Design divisor_seq, sky130hd; sources not shown.
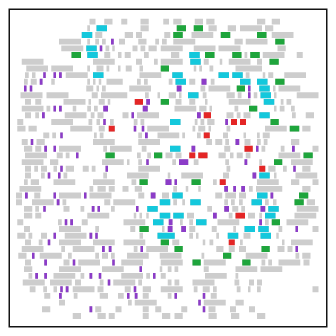
**Above:** logic cells by family.
nand cells -> purple  # cells 98, most used nand2_1, where all over the die
non-inverting ao/oa cells -> red  # cells 13, most used o21a_1
mux cells -> green  # cells 34, most used mux2_2
fa/ha/maj cells -> cyan  # cells 38, most used ha_1
Non-Filler Instances: 828
combinational share of cell area: 41.65%
most numerous logic cell after layout: dfrtp_1

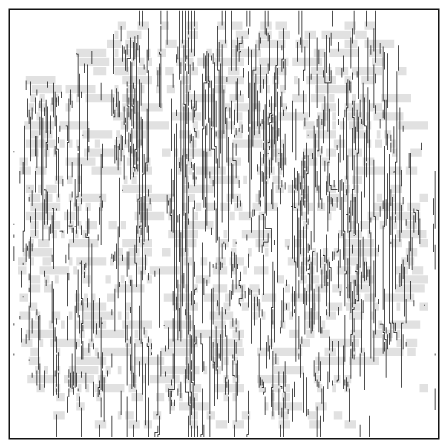
**Above:** signal wires on met2.
main direction = vertical
nets with wire on the layer = 644
routed vias: 4400
routed wire length: 15.87 mm
met2 usage in global routing: 34.29%

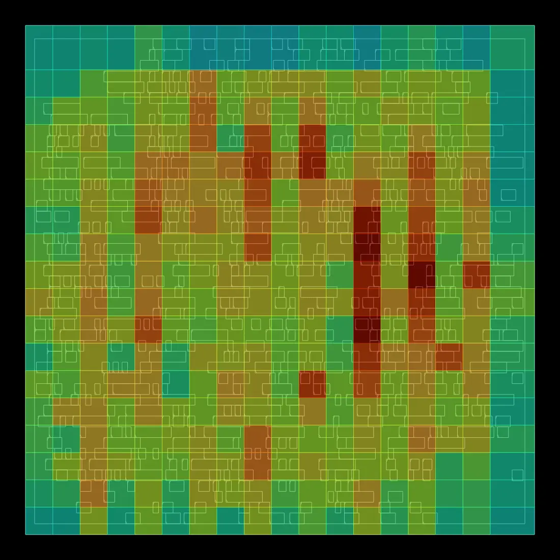
**Above:** routing congestion map.
GR Util met3: 3.534%
Total Routing Usage GR: 20.08%
GR Util met1: 25.80%
post-layout util: 42.57%

==> CHANGELOG.md <==
### Implementation results

- Outcome: finished clean
- CTS sink count: 88
- GPL Wtd Cong: 0.8348
- Routed wl met3: 551 um
- CP Capture Type: flip-flop
- CTS resizes: 0
- Ys flops: 88
- Measured slew at the worst slew-check pin: 735.3 ps
- Seq/total area: 34.15%
- Initial antenna violation count: 0
- RSZ-0062 raised after global routing: false
- # Cells Yosys: 549
- Highest Clock Rate: 344.0 MHz
- Post-layout min period: 2907 ps
- GRT overflow: 0
- Asr flop ratio synth: 100.0%
- Data arrival, critical path: 3120 ps
- Largest net degree at the start of global routing: 55
- Bufs w/o clock: 100
- Worst path required time: 3400 ps
- Multi-input logic cell count: 406
- Clock transition at the registers of the reported paths: 60 ps
- Hold buffers post-CTS: 0
- Basic Gates by Area: 13.26%
- Row Count: 45
- Vias in the first global route: 4680
- Initial drt markers: 191
- Dominant kind of cell: combinational gates
- Initial DRT Pass Iterations: 4
- Crit path cell chain: inv_1 -> ha_1 -> nand3_1 -> or3_1 -> a2111o_1 -> nand2_4 -> mux2i_1 -> a21oi_1
- Top Layout Cells: dfrtp_1 (88), nand2_1 (78), buf_4 (51)
- Finished layout cell area: 6447 um^2
- Gate Area: 2685 um^2
- Synthesis area per yosys: 5114 um^2
- WL per Instance: 19.16 um
- Routed Antenna Nets: 0
- Placed cells: 814
- Fa+ha+maj area frac: 9.445%
- Met2 wire length: 7.777 mm
- Max_cap viols: 0
- Fp util: 33.76%
- Critical path's slowest cell: a2111o_1
- Reg2reg path depth: 8
- Clk tree area frac: 5.143%
- Inverters, non-clock: 32
- Xor+xnor area frac: 1.713%
- Count of tool warnings: 29
- Flop count: 88
- First-pass GRT wire length: 25.42 mm
- Tap cells: 188
- Setup Crit Path Kind: flip-flop to flip-flop
- Crit start category: flip-flop
- R2r setup slk: 270 ps
- Setup Slack @ Placement: 274.7 ps
- CLK BUF: 9
- Slew Limit Headroom: 50.98%
- Vias per inst: 5.314
- Post-route DRC: 0
- Port bufs: 86
- CTS tree: done
- Htree depth: 3
- Share of layout cells above drive strength 1: 14.69%
- Post-DP HPWL: 11.94 mm
- Core area: 15150 um^2
- Post-Syn Instances: 549
- FF/Latch Area: 2202 um^2
- Multiplexer share: 7.120%
- Syn_nets: 638
- Hold crit path type: input port to asynchronous set/reset pin
- Metal1 wirelength: 7.196 mm
- Synth Cell Area: 5114 um^2
-- cells in the mapped netlist, drive strengths merged, types with 4 or more instances --
library cell,count,area share (%)
o21ai,69,7.0
xor2,4,0.69
ha,37,9.1
buf,8,1.2
nor3,10,1.1
nor2,24,1.8
or3,5,0.61
a21boi,17,2.5
dfrtp,88,43
inv,31,2.3
a21oi,42,4.2
mux2i,15,2.9
o22ai,9,1.1
a211oi,4,0.59
nand2,80,6.1
nor4,4,0.49
nand4,4,0.49
clkbuf,15,1.1
o21a,5,0.73
xnor2,6,1.0
mux2,19,4.2
nand2b,4,0.49
nand3,9,0.88
